Figure 1. Clock wires, drivers and flops (run 1).
(6 px per µm)
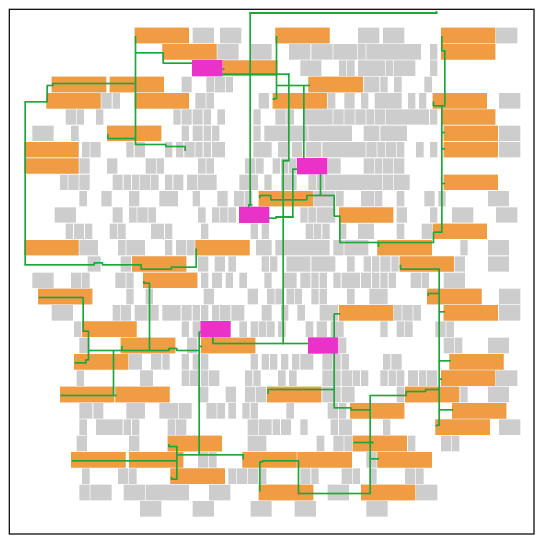
Figure 2. Register map, names as in the netlist (run 1).
(6 px per µm) Other sequential cells in the stronger grey, the rest of the logic in the fainter grey.
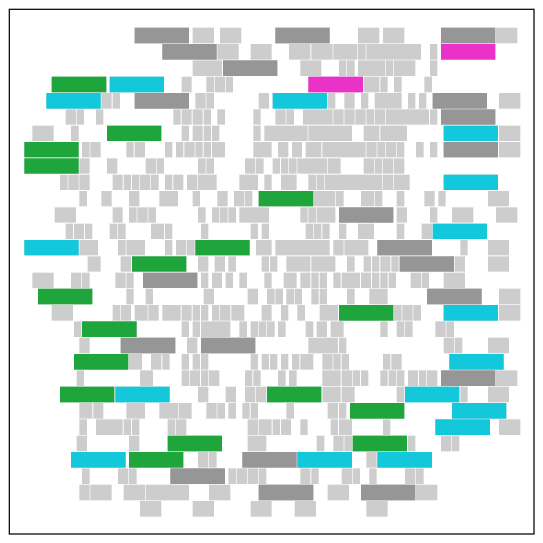
Figure 3. Routing congestion map (run 1).
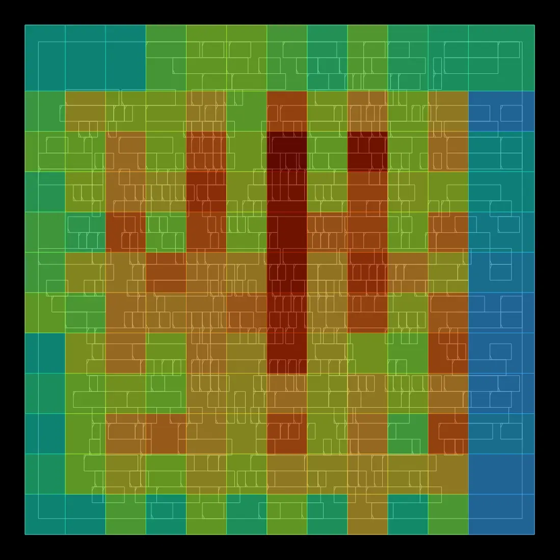
Figure 4. Power grid (run 1).
(4 px per µm) Pins as bars on the die edge.
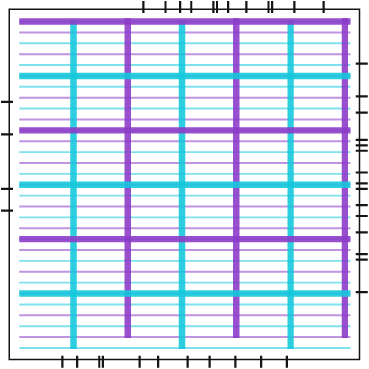
===== src/rtl/rec_play_pkg.sv =====
// Shared types and width helpers for the record/playback controller.
// The loop-playback option is selected with the REC_PLAY_LOOP_EN macro.
package rec_play_pkg;

   localparam int unsigned ADDR_W_DEF = 16;
   localparam int unsigned CNT_W      = ADDR_W_DEF + 1;

   typedef enum logic [1:0] {
      S_IDLE = 2'd0,
      S_REC  = 2'd1,
      S_PLAY = 2'd2
   } state_e;

   // Counter is one bit wider than the address so a full memory is representable
   function automatic int unsigned cnt_width(input int unsigned addr_w);
      return addr_w + 1;
   endfunction

endpackage


===== src/rtl/sample_addr_counter.sv =====
// Sample counter: synchronous clear, gated increment, terminal-count compare.
module sample_addr_counter
   import rec_play_pkg::*;
#(
   parameter int unsigned CNT_W = rec_play_pkg::CNT_W
) (
   input  logic             clk,
   input  logic             rst_n,
   input  logic             clr,
   input  logic             inc,
   input  logic [CNT_W-1:0] term,
   output logic [CNT_W-1:0] count,
   output logic             tc_c
);

   always_ff @(posedge clk or negedge rst_n) begin
      if (!rst_n) begin
         count <= '0;
      end else if (clr) begin
         count <= '0;
      end else if (inc) begin
         count <= count + CNT_W'(1);
      end
   end

   assign tc_c = (count == term);

endmodule


===== src/rtl/rec_play_ctrl.sv =====
// Record/playback sequencer driving sample-memory address and strobes.
// Define REC_PLAY_LOOP_EN to make playback loop until a button stops it.
module rec_play_ctrl
   import rec_play_pkg::*;
#(
   parameter int unsigned ADDR_W      = ADDR_W_DEF,
   parameter int unsigned MAX_SAMPLES = 2**ADDR_W
) (
   input  logic              clk,
   input  logic              rst_n,
   input  logic              rec_pulse,
   input  logic              play_pulse,
   input  logic              sample_tick,
   output logic [ADDR_W-1:0] mem_addr,
   output logic              mem_we,
   output logic              mem_re,
   output logic              rec_active,
   output logic              play_active,
   output logic [ADDR_W:0]   rec_len
);

   localparam int unsigned CTR_W = cnt_width(ADDR_W);

   state_e             state;
   state_e             state_nxt;
   logic               cnt_clr;
   logic               cnt_inc;
   logic [CTR_W-1:0]   count;
   logic [CTR_W-1:0]   term_c;
   logic               tc_c;
   logic [ADDR_W-1:0]  addr_nxt;
   logic               we_nxt;
   logic               re_nxt;
   logic [CTR_W-1:0]   len_nxt;

   // Terminal value: capacity while recording, recording length while playing
`ifdef REC_PLAY_LOOP_EN
   assign term_c = (state == S_PLAY) ? (rec_len - CTR_W'(1)) : CTR_W'(MAX_SAMPLES);
`else
   assign term_c = (state == S_PLAY) ? rec_len : CTR_W'(MAX_SAMPLES);
`endif

   sample_addr_counter #(
      .CNT_W (CTR_W)
   ) u_cnt (
      .clk   (clk),
      .rst_n (rst_n),
      .clr   (cnt_clr),
      .inc   (cnt_inc),
      .term  (term_c),
      .count (count),
      .tc_c  (tc_c)
   );

   // State and registered outputs
   always_ff @(posedge clk or negedge rst_n) begin
      if (!rst_n) begin
         state       <= S_IDLE;
         mem_addr    <= '0;
         mem_we      <= 1'b0;
         mem_re      <= 1'b0;
         rec_active  <= 1'b0;
         play_active <= 1'b0;
         rec_len     <= '0;
      end else begin
         state       <= state_nxt;
         mem_addr    <= addr_nxt;
         mem_we      <= we_nxt;
         mem_re      <= re_nxt;
         rec_active  <= (state_nxt == S_REC);
         play_active <= (state_nxt == S_PLAY);
         rec_len     <= len_nxt;
      end
   end

   // Next state; stop pulses beat sample ticks, terminal count beats ticks
   always_comb begin
      state_nxt = state;
      cnt_clr   = 1'b0;
      cnt_inc   = 1'b0;
      addr_nxt  = mem_addr;
      we_nxt    = 1'b0;
      re_nxt    = 1'b0;
      len_nxt   = rec_len;
      case (state)
         S_IDLE: begin
            if (rec_pulse) begin
               state_nxt = S_REC;
               cnt_clr   = 1'b1;
               addr_nxt  = '0;
            end else if (play_pulse && (rec_len != '0)) begin
               state_nxt = S_PLAY;
               cnt_clr   = 1'b1;
               addr_nxt  = '0;
            end
         end
         S_REC: begin
            if (rec_pulse || tc_c) begin
               state_nxt = S_IDLE;
               len_nxt   = count;
            end else if (sample_tick) begin
               we_nxt   = 1'b1;
               addr_nxt = count[ADDR_W-1:0];
               cnt_inc  = 1'b1;
            end
         end
         S_PLAY: begin
            if (rec_pulse || play_pulse) begin
               state_nxt = S_IDLE;
`ifdef REC_PLAY_LOOP_EN
            end else if (sample_tick) begin
               re_nxt   = 1'b1;
               addr_nxt = count[ADDR_W-1:0];
               cnt_clr  = tc_c;
               cnt_inc  = !tc_c;
            end
`else
            end else if (tc_c) begin
               state_nxt = S_IDLE;
            end else if (sample_tick) begin
               re_nxt   = 1'b1;
               addr_nxt = count[ADDR_W-1:0];
               cnt_inc  = 1'b1;
            end
`endif
         end
         default: begin
            state_nxt = S_IDLE;
         end
      endcase
   end

endmodule


===== config.mk =====
export PLATFORM = sky130hd
export DESIGN_NAME = rec_play_ctrl
export DESIGN_NICKNAME = d
export VERILOG_FILES = /design/src/rtl/rec_play_pkg.sv /design/src/rtl/sample_addr_counter.sv /design/src/rtl/rec_play_ctrl.sv
export SDC_FILE = /design/constraint.sdc
export NUM_CORES = 1
export LEC_CHECK = 0
export ABC_AREA = 1
export CAP_MARGIN = 10
export CORE_MARGIN = 2
export CORE_UTILIZATION = 45
export DETAILED_ROUTE_END_ITERATION = 10
export GPL_ROUTABILITY_DRIVEN = 0
export HOLD_SLACK_MARGIN = 0.05
export PLACE_DENSITY = 0.64
export REMOVE_ABC_BUFFERS = 1
export SLEW_MARGIN = 40
export SYNTH_ARGS = -nofsm -noshare
export SYNTH_HDL_FRONTEND = slang
export SYNTH_SLANG_ARGS = --single-unit

===== constraint.sdc =====
create_clock -name clk -period 2.6 [get_ports clk]
set_clock_uncertainty 0.15 [all_clocks]
set_input_delay 0.52 -clock clk [delete_from_list [all_inputs] [get_ports clk]]
set_output_delay 0.52 -clock clk [all_outputs]
set_load 0.03 [all_outputs]

==> Table 3: Implementation characteristics, run 1 <==
Characteristics after synthesis and place and route

Parameter                              Value

Synthesis
  Cell count listed in synth_stat.txt    ~420
  Unique masters post-synth    24
  Area share of xor/xnor cells in the synthesized design    under 10%
  Commonest cells in the netlist    nand2_1, dfrtp_1, nand3_1
  Area share of and/or/nand/nor cells after synthesis    33.17%
  Synth mux share    0%
  Largest area contributor in the netlist    dfrtp_1
  Post-Synthesis Mean Instance Area    between 7 and 8 µm²
  Main area contributors    dfrtp_1, nand2_1, nand3_1
  Combined area of all synthesized cells    a little over 3000 µm²
  Top area contributor share    around 45%

Placed design
  Worst setup timing slack at the placement stage    slightly below 0.04 ns
  Cell Area, Placed    3592 µm²

Floorplanning
  Die Ht    about 87 µm
  Core utilization before placement    46.11%
  Die ar.    around 7600 µm²

Critical path
  WP data arrival    2.51 ns
  Capture point of the critical path    u_cnt.count[13]$_DFFE_PN0P_
  Worst Path Max Fanout    17
  Endpoint of the worst-slack reg-to-reg timing path    u_cnt.count[13]$_DFFE_PN0P_
  CP endpoint kind    register
  Data required time at the worst endpoint    2.66 ns

Final layout
  Fillers    ~630
  Antenna diode count    0
  Final Net Count    467
  Ratio of cells with drive above 1 in the final layout    8.079%

Power
  Logic pwr share    between 40% and 50%
  Clk power    around 500 µW
  Sequential share of power    roughly 38%
  Power per unit of standard cell area    between 600 and 700 nW/µm²
  Largest voltage drop on the vdd net    between 0.0003 and 0.0004 V
  Combinational logic power    approximately 1.1 mW
  Leakage power    1.757 nW
  Overall power    between 2 and 3 mW
  Fraction of power spent switching nets    44.20%

Global route
  Global-route wire length before repair    13300 µm
  Pin count of the biggest net entering global routing    33

Route
  Routed length on met1    slightly below 4000 µm
  Top Metal Used    met4
  Final antenna-violating net count    0
  DR iter-0 viols    between 200 and 250
  Total length of routed met3 wires    about 500 µm
  Router iterations before antenna repair    5
  Via density per instance    roughly 5.5

Clock network
  CTS tree    built
  Number of H-tree branching levels    2
  Root Buffer    clkbuf_8
  CTS buffer count    5
  Maximum count of clock buffers along a single path    2
  Number of clock sinks seen by CTS    ~56
  Clock network latency to the later pin of the worst-skew pair    between 0.3 and 0.4 ns

Run status
  Status    completed

STA
  Worst-margin pin slew    0.6983 ns
  Hold Worst Slack    approximately 0.086 ns
  Final number of setup-violating endpoints    0
  Min setup slack post-route    roughly 0.15 ns
  Final period demand of the worst path    2.454 ns
  Final count of pins violating max slew    0
  Fmax    ~410 MHz

Job
  Number of maximum-capacitance violations    0
Notes on Figure 1 above:
[orange] flip-flops | count: 56
[magenta] clock drivers | count: 5
[green] clock wires | length: 689 µm
flops lie: spread over the die
routed clock nets: 6

Notes on Figure 2 above:
[cyan] `mem_addr` | placed flops: 16 | where: spread over the die
[green] `u_cnt.count` | placed flops: 17
[magenta] `state` | placed flops: 2
not coloured: 21

Notes on Figure 3 above:
routed wirelength normalized by instance count: 15.88 µm
met1 global-route usage: 33.15%
met2 Resource Use GR: 34.35%
fraction of met3 tracks used by global routing: 3.128%
post-layout util: 56.48%

Notes on Figure 4 above:
[purple] VDD
[cyan] VSS
met5 straps: 6
rows: 30
signal pins: 42
met1 rails: 31

run 1: placed cells by master, fill, tap and decap left out, types with 2 or more instances in the layout:
| cell | instances |
|---|---|
| xor2_1 | 16 |
| nor2_1 | 32 |
| inv_2 | 3 |
| o21ai_0 | 13 |
| inv_1 | 30 |
| nand2_4 | 4 |
| clkinv_2 | 2 |
| buf_12 | 3 |
| nand2_1 | 131 |
| nor3_1 | 5 |
| ha_1 | 4 |
| or2_2 | 3 |
| dfrtp_1 | 56 |
| buf_4 | 6 |
| a21oi_1 | 5 |
| nor2_2 | 2 |
| nand2_8 | 2 |
| o21ai_1 | 27 |
| nand3_1 | 50 |
| clkdlybuf4s50_1 | 40 |
| clkbuf_8 | 6 |
| nand4_1 | 11 |
run 1: sequential cells by signal, summed over array words and instances, names as in the netlist:
name,cells
mem_addr,16
mem_re,1
mem_we,1
play_active,1
rec_active,1
rec_len,17
state,2
u_cnt.count,17
run 1: worst max-delay path: stages, from the launching register on:
cell     delay (ns)
dfrtp_1        0.41
inv_2          0.11
ha_4           0.18
buf_12         0.15
nand2_1        0.06
nand2_1        0.06
nand2_1        0.05
nor2_1         0.14
nand2_1        0.07
nor2_1         0.14
nand3_2        0.19
nand3_1        0.24
nand2_4        0.19
nand3_1        0.14
nand2_1        0.07
run 1: area by class of cell:
type / instances / area [µm²] / area share, %
timing repair buffer: 51 / 535.5 / 14.03
tap: 80 / 100.1 / 2.623
multi-input combinational: 310 / 1563 / 40.95
clock inverter: 2 / 10.01 / 0.2623
inverter: 33 / 123.9 / 3.246
sequential: 56 / 1401 / 36.72
clock buffer: 6 / 82.58 / 2.164
run 1: what timing repair did:
item,CTS,global route
setup endpoints to repair,0,45
gates resized,0,13
hold buffers,0,0
setup buffers,0,2
==> inputs of run 2 (changes only) <==
- PLACE_DENSITY: 0.64 -> 0.74
Figure 5. Register map, names as in the netlist (run 2).
(6 px per µm) Other sequential cells in the stronger grey, the rest of the logic in the fainter grey.
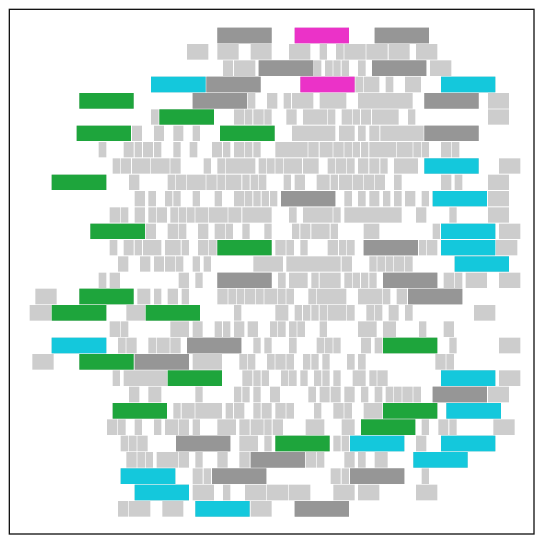
[magenta] `state` | placed flops: 2
[cyan] `mem_addr` | placed flops: 16 | where: spread over the die
[green] `u_cnt.count` | placed flops: 17

Figure 6. Placed cells, one colour a class (run 2).
(6 px per µm) Fill, decap, tap and diode cells in grey.
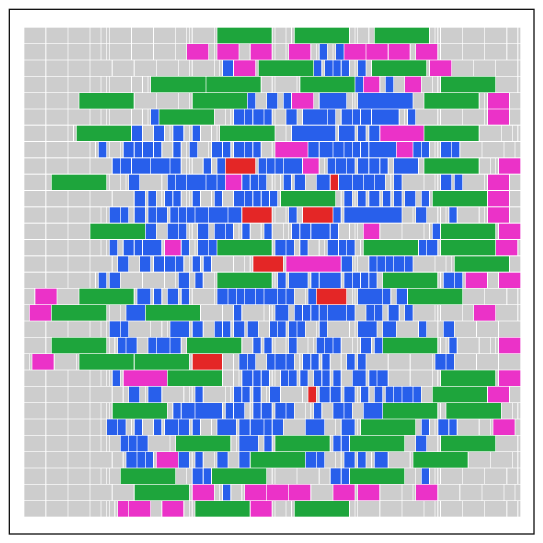
[blue] combinational and other logic | cells: 342
[magenta] other buffers and delay cells | cells: 52
[red] clock drivers and dummy loads | cells: 8
[green] flops | cells: 56

Figure 7. Power grid (run 2).
(4 px per µm) Pins as bars on the die edge.
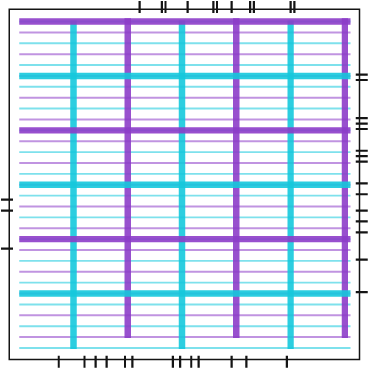
[purple] VDD
[cyan] VSS
rows: 30
met4 straps: 6

==> run 2 against run 1 <==
Wire length fell by 8.0%. Critical path depth increased by 1. Hold slack better by 0.0069 ns. Clock-buffer cell count grew 2. Sequential power shrank 0.5%. Design area is 0.72% lower. Final cell count did not move. Worst setup slack better by 0.059 ns. Register-to-register slack gained 0.06 ns. Global-route usage decreased by 1.4 points. Highest routed layer unchanged.
==> Table 3: Implementation characteristics, run 2 <==
Characteristics after synthesis and place and route

Parameter                              Value

Critical path
  Cell occurring most often along the worst timing path    nand2_1
  Stages on worst setup path    15
  Path depth of the worst reg2reg path    15
  CP endpoint kind    register
  Highest-delay cell along the critical path    dfrtp_1
  Buffering stage count on the worst path with inverters included    3
  Worst Path Max Fanout    26
  Launching element type of the critical path    register
  Crit path cell chain    inv_2 -> ha_4 -> buf_12 -> nand2_1 -> nand2_1 -> nand2_1 -> nor2_1 -> nand2_1 -> nor2_1 -> nand3_2 -> nand2_2 -> nand2_4 -> buf_8 -> nand2_1 -> o21ai_0
  Launch instance of the worst register-to-register path    state[0]$_DFF_PN0_
  Data required time at the worst endpoint    approximately 2.6 ns
  Type of the worst setup path    reg -> reg
  Crit. Startpoint    state[0]$_DFF_PN0_
  Critical path's top delay family    simple AND/OR/NAND/NOR gates
  WP data arrival    between 2 and 2.5 ns
  Longest individual stage delay on the worst path    approximately 0.4 ns

Power
  Fraction of power spent switching nets    about 42%
  Internal power consumption    1.426 mW
  Sequential share of power    39.1%
  Switching component of the power    around 1.1 mW
  Clk pwr share    between 20% and 30%
  Leakage power    approximately 1.7 nW
  Logic pwr share    40.8%
  Power per unit of standard cell area    approximately 650 nW/µm²
  Overall power    2.480 mW
  Largest voltage drop on the vdd net    ~0.00025 V

Final layout
  Post-route non-filler standard cell count    ~540
  Fillers    slightly above 600
  Most frequent cells in the layout    nand2_1, dfrtp_1, nand3_1
  Dominant logic cell type in the layout    nand2_1
  Post-layout util    56.07%
  Final design instance area without fill    approximately 3800 µm²
  Ratio of cells with drive above 1 in the final layout    7.424%
  Synth-to-layout area growth    21.61%
  Registers with the most flip-flops    rec_len (17), u_cnt.count (17), mem_addr (16)
  Final Net Count    roughly 470
  Antenna diode count    0

Global route
  Pin count of the biggest net entering global routing    33
  Global route overflow    0
  Global-route wire length before repair    around 13000 µm
  Number of global-route vias before repair    2699
  Initial antenna violation count    0
  Total GRT Usage    20.91%

STA
  Worst relative slew slack    a little over half
  Final count of pins violating max slew    0
  Setup TNS after final layout    0 ns
  Final period demand of the worst path    2.396 ns
  Fin. Hold Viols    0
  Fmax    ~420 MHz
  Share of the clock period used by the worst path after layout    slightly above 90%
  Min setup slack post-route    between 0.2 and 0.25 ns
  Hold Worst Slack    between 0.09 and 0.1 ns
  Worst-margin pin slew    just under 0.7 ns
  Final number of setup-violating endpoints    0

Clock network
  CTS buffer count    5
  Root Buffer    clkbuf_8
  Reg clk slew, reported paths    about 0.10 ns
  Number of H-tree branching levels    2
  Clock network latency to the later pin of the worst-skew pair    about 0.30 ns
  Maximum count of clock buffers along a single path    2
  Number of clock sinks seen by CTS    about 56
  CTS tree    built

Route
  Router iterations before antenna repair    6
  DR iter-0 viols    approximately 200
  Number of remaining DRC errors    0
  Routed wirelength normalized by instance count    around 15 µm
  Final antenna-violating net count    0
  Via density per instance    roughly 5.4
  Via count    2913
  Routed wire length    7856 µm

Synthesis
  Post-Synthesis Mean Instance Area    roughly 7.5 µm²
  Combined area of all synthesized cells    about 3100 µm²
  Post-synth regs    between 50 and 60
  Commonest cells in the netlist    nand2_1, dfrtp_1, nand3_1
  Post-synthesis instance total    roughly 420
  Count of yosys warnings during synthesis    0
  Largest area contributor in the netlist    dfrtp_1
  Cell count listed in synth_stat.txt    roughly 420
  Synth top cell by count    nand2_1
  Synth Seq Share    about 45%
  Top area contributor share    44.98%
  Synth Flop Type    dfrtp_1
  Fraction of registers with async set/reset    100.0%
  Chip area estimate from yosys synthesis    ~3100 µm²
  Unique masters post-synth    24
  Main area contributors    dfrtp_1, nand2_1, nand3_1
  Post-synth EDFFs    0

Floorplanning
  Die ar.    roughly 7600 µm²
  Standard cell core area    between 6000 and 7000 µm²
  Width of the die    87.21 µm
  Ports placed on the boundary    approximately 42
  Total number of placement rows    30
  Die Ht    a little under 90 µm
  Core utilization before placement    between 40% and 50%

Job
  Tool Warnings    28
  Number of maximum-capacitance violations    0

Placed design
  Count of input and output buffers    about 40
  Cell Area, Placed    3592 µm²
  Instance count after placement with tap cells included    about 530
  DP HPWL    5313 µm
  Worst setup timing slack at the placement stage    slightly below 0.09 ns

Min path
  HP Class    in -> async

Run status
  Status    completed
run 2: power groups by stage:
stage               sequential [mW]  combinational [mW]  clock (mW)
floorplan                      1.03               0.492           0
finish                        0.970                1.01       0.497
global placement              0.987               0.854           0
CTS                           0.971               0.866       0.503
detailed placement            0.988               0.860           0
global route                  0.980                1.10       0.531
run 2: kinds of logic (layout without fill, tap and decap cells):
group	Yosys count	after routing	synth area share [%]
simple gates	240	241	33.17
flops	56	56	44.98
buf+inv	53	93	7.390
compound gates	47	47	7.952
xor+xnor	16	16	4.498
fa+ha+maj	5	5	2.008
run 2: layer usage:
metal	global-route usage [%]	vias to the layer above	share of wire, %
li1	-	1416	-
met1	30.04	1383	46
met2	33.87	104	47
met3	2.654	10	5.6
met4	4.755	0	1.2
met5	0	-	0
run 2: cell type report:
type                    count  area [µm²]  share of cell area (%)
repair buffers             52       538.0                   14.20
multi-input cells         309        1535                   40.52
well taps                  80       100.1                   2.642
flip-flops and latches     56        1401                   36.99
inverters                  33       123.9                   3.269
clock buffers               8       90.09                   2.378
run 2: worst paths after layout:
check	end	slack [ns]
max	rec_len[13]$_DFFE_PN0N_	0.20
min in group clk	mem_addr[5]$_DFFE_PN0P_	0.35
max reg2reg	rec_len[13]$_DFFE_PN0N_	0.20
min	mem_addr[4]$_DFFE_PN0P_	0.09
max in group asynchronous	u_cnt.count[11]$_DFFE_PN0P_	1.62
min reg2reg	mem_addr[5]$_DFFE_PN0P_	0.35
run 2: timing repair:
item / CTS / global route
gates resized: 0 / 8
hold buffers: 0 / 0
setup endpoints to repair: 0 / 46
buffers inserted: 0 / 3
No activity file was given, so power comes from the tool's default toggle rates.
